Design gobou_ctrl, sky130hd; sources not shown.
Figure 1. Cell area per tile (run 1).
Drawn at 3 px/um. The die is cut into 14 by 14 equal tiles; dark blue is low, red is high, 0 to 100% covered.
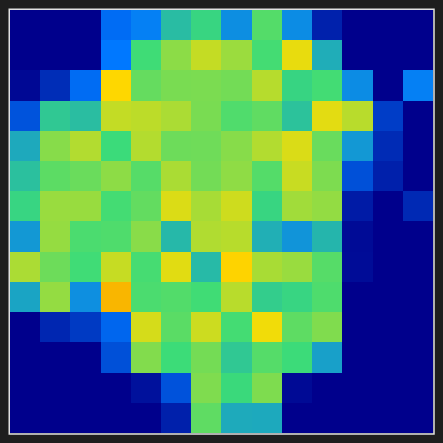
- nearly empty tiles: 27%
- tiles over 75% full: 1.5%
- fullest tile: 79%
- mean over tiles: 35%
- emptiest ninth of the die: lower right
Final Util: 0.387
Core Region: 18800 um2
Floorplan Utilization: 0.298

Figure 2. Placement by cell class (run 1).
Drawn at 3 px/um.
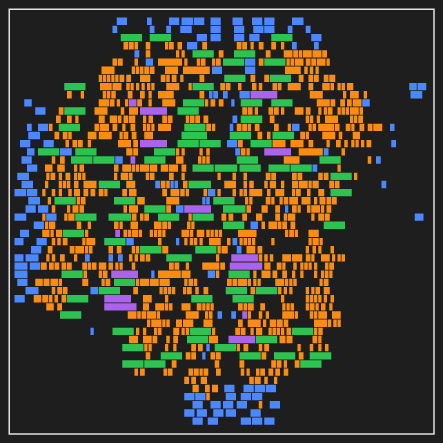
- blue: remaining buffers and delay cells (cells 136; share of their area 16%)
- green: registers (cells 82; share of their area 24%)
- purple: clock drivers and dummy loads (cells 15; share of their area 4.4%)
- orange: remaining logic cells (cells 731; share of their area 56%)
Seq/total area: 0.227
design area: 7280 um2

Figure 3. Cell outlines without signal wires (run 1).
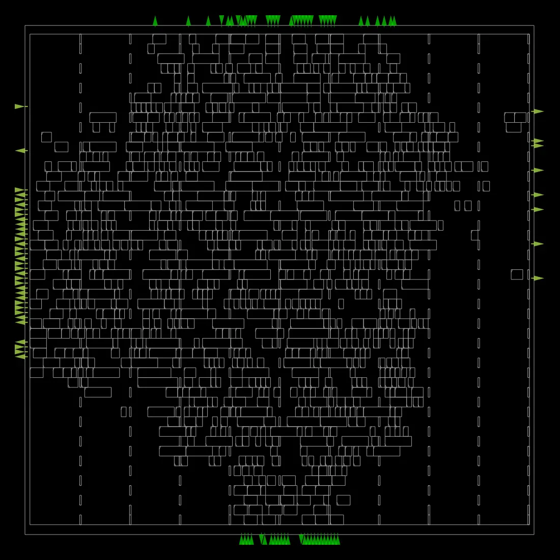
FF+latch count: 82
Layout Cells excl Fill: 1224

==> impl_metrics.env, run 1 <==
# yosys + openroad results
export IMPL_clk_path_buf_depth=2
export IMPL_drv_slew=0
export IMPL_grt_first_pass_wirelength_um=26700
export IMPL_antenna_cells=0
export IMPL_warnings=28
export IMPL_viasPerCell=4.66
export IMPL_yosys_area_um2=5610
export IMPL_cts_tree="built"
export IMPL_rrSetupSlack_ns=0.82
export IMPL_intPower_mw=2.62
export IMPL_edf_count=0
export IMPL_fill_cells=2022
export IMPL_clkTransAtPathRegs_ns=0.06
export IMPL_relSlewSlack=0.564
export IMPL_min_path_type="register to register"
export IMPL_synthTopCellsByArea="dfxtp_1, nand2_1, a21oi_1, o21ai_0, inv_1"
export IMPL_pwr_share_clk=0.298
export IMPL_max_cap_viol_count=0
export IMPL_cpPeakStageDelay_ns=0.38
export IMPL_hold_path_depth=2
export IMPL_rsz0062_at_grt="true"
export IMPL_peakVddDrop_uv=336
export IMPL_finalCritPeriodShare=0.969
export IMPL_drt_pass1_iterations=5
export IMPL_antenna_found_initial=0
export IMPL_crit_slowest_cell="dfxtp_2"
export IMPL_crit_path_cell_trace="ha_2 -> fa_2 -> nand3_1 -> a21boi_1 -> o21ai_1 -> nand2_1 -> a31oi_1 -> xor2_1 -> nor2_1 -> buf_6"
export IMPL_critical_path_arrival_ns=2.29
export IMPL_drtIter0Drc=347
export IMPL_cts_sinks=82
export IMPL_grt_pass1_vias=5478
export IMPL_worst_pin_slew_ns=0.653
export IMPL_sw_frac_of_total=0.376
export IMPL_cts_made_buffers=9
export IMPL_required_ns=2.38
export IMPL_avgRoutedWirePerCell_um=13.4
export IMPL_drive_gt1_frac=0.134
export IMPL_setup_tns_ns=0
export IMPL_ys_cells=848
export IMPL_layout_top_cells="nand2_1, a21oi_1, inv_1, nor2_1, dfxtp_1"
export IMPL_std_cell_rows=50
export IMPL_comb_power_share=0.356
export IMPL_syn_area_per_cell_um2=6.62
export IMPL_area_delta_synth_final_pct=29.8
export IMPL_timing_final_crit_period_ns=2.71
export IMPL_p_switching_mw=1.58
export IMPL_remaining_drc_errors=0
export IMPL_num_vias=5706
export IMPL_yosys_warnings=6
export IMPL_clock_root_buffer="clkbuf_16"
export IMPL_drt_wl_total_um=16400
export IMPL_async_reset_ff_frac=0
export IMPL_largest_area_cell="dfxtp_1"
export IMPL_grt_overflow=0
export IMPL_dieArea_um2=19900
export IMPL_antenna_left=0
export IMPL_r2r_cells=13
export IMPL_seq_area_frac_synth=0.292
export IMPL_grt_start_max_net_pins=14
export IMPL_ios=100
export IMPL_crit_path_end_kind="output port"
export IMPL_yosysTopAreaCellShare=0.292
export IMPL_timing_final_hold_violations=0
export IMPL_final_setup_skew_ns=0.00545
export IMPL_fmax_mhz=369
export IMPL_flop_cell="dfxtp_1"
export IMPL_grt_usage=0.169
export IMPL_syn_instance_count=848
export IMPL_synth_cell_types=44
export IMPL_num_nets_final=1046
export IMPL_worstSetupPathType="register to output port"
export IMPL_die_w_um=141
export IMPL_path_max_fanout=7
export IMPL_fp_nets=934
export IMPL_worstSetupStartpointType="register"
export IMPL_p_per_area_nw_per_um2=576
export IMPL_outcome="complete, no violations"
export IMPL_finalSetupViolations=0
export IMPL_die_y_um=141
export IMPL_dpl_cell_area_um2=6950
export IMPL_layout_top_cell="nand2_1"
export IMPL_port_buffers=99
export IMPL_syn_cell_area_um2=5610
export IMPL_cts_max_level=3
export IMPL_insertion_delay_ns=0.34
export IMPL_seqPwrFrac=0.346
export IMPL_dp_hpwl_um=12900
export IMPL_p_leak_nw=3.02
export IMPL_numSynthFlops=82
## run 1: per-layer routing
metal	vias up	track usage	part of all wire
met4	0	0.0589	0.015
met2	104	0.300	0.49
met3	19	0.0272	0.032
met5	-	0	0
met1	2538	0.207	0.46
li1	3045	-	-
## run 1: power groups by stage
stage               registers (mW)  logic, mW  clock network [mW]
floorplan                     1.44       1.08                   0
global placement              1.47       1.49                   0
detailed placement            1.48       1.49                   0
CTS                           1.45       1.49                1.27
global route                  1.47       1.68                1.32
finish                        1.45       1.49                1.25
## run 1: timing repair
action / CTS / global route
endpoints found under the setup margin: 34 / 32
pin swaps: 4 / 10
buffers inserted: 0 / 2
gates resized: 121 / 51
hold buffers: 0 / 0
## run 1: per-stage QoR
step / power, mW / std cells / util / setup slack [ns] / hold slack, ns
after detailed placement: 2.96 / 1207 / 0.369 / -0.448 / 0.422
final: 4.20 / 1224 / 0.387 / 0.0864 / 0.428
after CTS: 4.22 / 1222 / 0.386 / -0.0667 / 0.430
after floorplan: 2.52 / 848 / - / 0.0570 / 0.409
after global routing: 4.47 / 1224 / 0.387 / -0.116 / 0.446
after global placement: 2.96 / 1207 / 0.369 / -0.421 / 0.420
## run 1: cells in the mapped netlist (2+ instances only)
master / number
a22oi_1: 4
a21boi_0: 2
or2_2: 2
inv_1: 93
xnor2_1: 9
fa_1: 2
nand3_2: 3
buf_2: 14
nor3_2: 2
o31ai_1: 4
nor2_4: 2
clkbuf_1: 15
nor2_2: 9
a21oi_1: 103
o21ai_1: 6
nand2_1: 149
buf_4: 4
a21o_1: 2
ha_1: 25
xor2_1: 28
nor4_1: 3
dfxtp_1: 82
nand4_1: 17
nor3_1: 13
o21ai_0: 72
nand3_1: 48
nand3b_1: 9
inv_2: 11
a31oi_1: 6
nand2_2: 4
o221ai_1: 2
nor2_1: 90
o2111ai_1: 2
## run 1: worst max-delay path, delay by kind of cell, from the launching register on
kind | cells | cell delay [ns]
AND-OR/OR-AND | 3 | 0.38
XOR/XNOR | 1 | 0.16
adder cells (fa/ha/maj) | 2 | 0.59
buffers and inverters | 1 | 0.18
flip-flops | 1 | 0.38
AND/OR/NAND/NOR | 3 | 0.27
## run 1: final cells by class
class                           count  area [um2]  area share
Buffer                             35         179      0.0246
Clock buffer                        9         225      0.0309
Inverter                          105         394      0.0541
Multi-Input combinational cell    626        3480       0.477
Tap cell                          260         325      0.0447
Sequential cell                    82        1650       0.227
Clock inverter                      6        82.6      0.0113
Timing Repair Buffer              101         946       0.130
## run 1: cell families after synthesis
logic type | after synthesis | synth area share
AND/OR/NAND/NOR | 356 | 0.292
AND-OR/OR-AND | 206 | 0.195
buffers and inverters | 140 | 0.100
flip-flops | 82 | 0.292
XOR/XNOR | 37 | 0.0577
adder cells (fa/ha/maj) | 27 | 0.0629
Figure 4. Port wiring (run 1).
Drawn at 2 px/um.
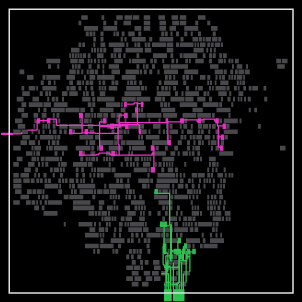

--- run 2 (diff from run 1) ---
RECOVER_POWER = 100   (was not set)
SLEW_MARGIN = 20   (was not set)
Figure 5. Port wiring (run 2).
Drawn at 2 px/um.
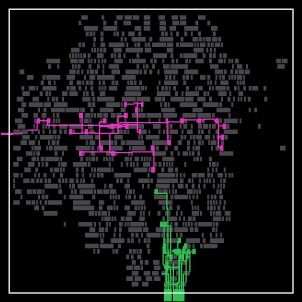
- magenta: xrst (bits 1; direction input; edge left; end cells 26; buffers 3; wire 324 um)
- green: out_size (bits 10; direction input; edge bottom; end cells 15; buffers 10; wire 318 um)
count of input and output buffers: 99
# IOs: 100

Figure 6. Met1 routing (run 2).
Drawn at 3 px/um. Supply wires on this layer in grey. Cells faint in the background.
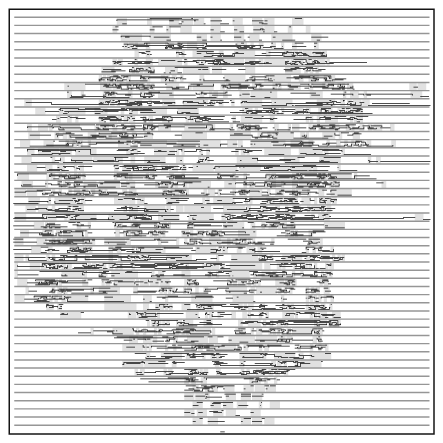
- share of all routed wire: 46%
- wire length on this layer: 7490 um
Post-Route WL: 16300 um
met1 Use GR: 0.207
Vias: 5732

==> run 2 against run 1 <==
- clock-buffer cell count is the same
- maximum frequency about the same
- cell count is the same
- non-clock buffer count stayed put
- routed wire length decreased by 0.20%
- sequential cell count unchanged
- critical endpoint unchanged
- highest routed layer unchanged
==> impl_metrics.env, run 2 <==
# yosys + openroad results
export IMPL_outcome="complete, no violations"
export IMPL_seq_area_frac_synth=0.292
export IMPL_yosysTopAreaCellShare=0.292
export IMPL_syn_area_per_cell_um2=6.62
export IMPL_num_nets_final=1046
export IMPL_drtIter0Drc=356
export IMPL_sw_frac_of_total=0.377
export IMPL_warnings=28
export IMPL_final_setup_skew_ns=0.00605
export IMPL_rrSetupSlack_ns=0.58
export IMPL_synthTopCellsByArea="dfxtp_1, nand2_1, a21oi_1, o21ai_0, inv_1"
export IMPL_comb_power_share=0.350
export IMPL_crit_path_cell_trace="ha_2 -> fa_2 -> nand3_1 -> a21boi_1 -> o21ai_1 -> nand2_1 -> a31oi_1 -> xor2_1 -> nor2_1 -> buf_6"
export IMPL_cp_depth=10
export IMPL_numSynthFlops=82
export IMPL_insertion_delay_ns=0.34
export IMPL_finalSetupViolations=0
export IMPL_peakVddDrop_uv=332
export IMPL_cts_sinks=82
export IMPL_ys_cells=848
export IMPL_r2r_cells=13
export IMPL_viasPerCell=4.68
export IMPL_hold_path_depth=2
export IMPL_clkTransAtPathRegs_ns=0.06
export IMPL_layout_top_cell="nand2_1"
export IMPL_synth_cell_types=44
export IMPL_p_leak_nw=2.92
export IMPL_timing_final_crit_period_ns=2.72
export IMPL_worst_pin_slew_ns=0.660
export IMPL_grt_first_pass_wirelength_um=26700
export IMPL_avgRoutedWirePerCell_um=13.3
export IMPL_whs_ns=0.427
export IMPL_grt_usage=0.169
export IMPL_fill_cells=2037
export IMPL_intPower_mw=2.59
export IMPL_remaining_drc_errors=0
export IMPL_required_ns=2.38
export IMPL_coreArea_um2=18800
export IMPL_max_cap_viol_count=0
export IMPL_design_area_um2=7210
export IMPL_grt_pass1_vias=5478
export IMPL_cts_tree="built"
export IMPL_async_reset_ff_frac=0
export IMPL_antenna_cells=0
export IMPL_layout_top_cells="nand2_1, a21oi_1, inv_1, nor2_1, dfxtp_1"
export IMPL_timing_final_hold_violations=0
export IMPL_rsz0062_at_grt="true"
export IMPL_critical_path_arrival_ns=2.30
export IMPL_top_cells_by_count="nand2_1, a21oi_1, inv_1"
export IMPL_fmax_mhz=368
export IMPL_crit_path_end_kind="output port"
export IMPL_crit_slowest_cell="dfxtp_2"
export IMPL_drive_gt1_frac=0.122
export IMPL_cts_made_buffers=9
export IMPL_seqPwrFrac=0.349
export IMPL_fp_nets=934
export IMPL_cpPeakStageDelay_ns=0.38
export IMPL_pwr_share_clk=0.301
export IMPL_grt_overflow=0
export IMPL_cts_max_level=3
export IMPL_drv_slew=0
export IMPL_drt_pass1_iterations=5
export IMPL_die_y_um=141
export IMPL_p_switching_mw=1.57
export IMPL_fp_util=0.298
export IMPL_die_w_um=141
export IMPL_path_max_fanout=7
export IMPL_antenna_left=0
export IMPL_min_path_type="register to register"
export IMPL_syn_cell_area_um2=5610
export IMPL_dieArea_um2=19900
export IMPL_hold_buffers=0
export IMPL_yosys_area_um2=5610
export IMPL_path_buffers=1
export IMPL_grt_start_max_net_pins=14
export IMPL_antenna_found_initial=0
export IMPL_largest_area_cell="dfxtp_1"
export IMPL_cp_top_family="adder cells"
export IMPL_relSlewSlack=0.560
export IMPL_finalCritPeriodShare=0.970
export IMPL_edf_count=0
export IMPL_clock_root_buffer="clkbuf_16"
export IMPL_flop_cell="dfxtp_1"
export IMPL_syn_instance_count=848
export IMPL_clk_path_buf_depth=2
export IMPL_dpl_cell_area_um2=6950
export IMPL_std_cell_rows=50
export IMPL_yosys_warnings=6
export IMPL_p_per_area_nw_per_um2=578
export IMPL_yosysMostFrequentCell="nand2_1"
export IMPL_area_delta_synth_final_pct=28.4
export IMPL_dp_hpwl_um=12900
export IMPL_worstSetupStartpointType="register"
export IMPL_worstSetupPathType="register to output port"
## run 2: cell count changes in the layout (fill, tap and decap cells not counted), moves of 3 or more
| cell | delta |
|---|---|
| clkdlybuf4s50_1 | -5 |
| clkbuf_1 | +10 |
| buf_2 | -5 |
| dlymetal6s2s_1 | -4 |
| buf_4 | -3 |
| clkbuf_2 | +3 |
| dlygate4sd3_1 | +5 |
## run 2: worst min-delay path, stage by stage (launching register included)
cell and delay (ns):
dfxtp_1 0.29, inv_1 0.06, nor2_1 0.04
## run 2: per-layer routing
| metal | GRT usage | wire [um] | share of wire | vias to the layer above |
|---|---|---|---|---|
| met2 | 0.300 | 8010 | 0.49 | 116 |
| met5 | 0 | 0 | 0 | - |
| li1 | - | - | - | 3043 |
| met4 | 0.0589 | 230 | 0.014 | 0 |
| met1 | 0.207 | 7490 | 0.46 | 2552 |
| met3 | 0.0272 | 604 | 0.037 | 21 |
## run 2: timing repair
action,CTS,global route
gates resized,121,51
setup buffers,0,2
endpoints found under the setup margin,34,32
pin swaps,4,10
## run 2: cells by family after synthesis
kind of cell | share of synthesized area
AND-OR/OR-AND | 0.195
XOR/XNOR | 0.0577
adder cells (fa/ha/maj) | 0.0629
buffers and inverters | 0.100
flip-flops | 0.292
AND/OR/NAND/NOR | 0.292
## run 2: power by group through the flow
stage / sequential, mW / combinational (mW) / clock (mW)
floorplan: 1.44 / 1.08 / 0
CTS: 1.45 / 1.49 / 1.27
detailed placement: 1.48 / 1.49 / 0
global route: 1.47 / 1.64 / 1.32
finish: 1.45 / 1.46 / 1.25
global placement: 1.47 / 1.49 / 0
## run 2: layout make-up
type,instances,area [um2],area share
Multi-Input combinational cell,626,3450,0.479
Clock inverter,6,82.6,0.0115
Buffer,35,161,0.0224
Timing Repair Buffer,101,911,0.126
Inverter,105,394,0.0547
Sequential cell,82,1650,0.230
Clock buffer,9,225,0.0313
Tap cell,260,325,0.0451
## run 2: through the flow
step                      setup WS [ns]  setup TNS (ns)   util  instances  total power [mW]
after detailed placement         -0.448           -3.81  0.369       1207              2.96
after floorplan                  0.0570               0      -        848              2.52
final                            0.0845               0  0.383       1224              4.16
after global placement           -0.421           -3.64  0.369       1207              2.96
after global routing             -0.116          -0.361  0.383       1224              4.44
after CTS                       -0.0667         -0.0667  0.386       1222              4.22
Power figures rest on the tool's default switching activity, not on a simulated workload.
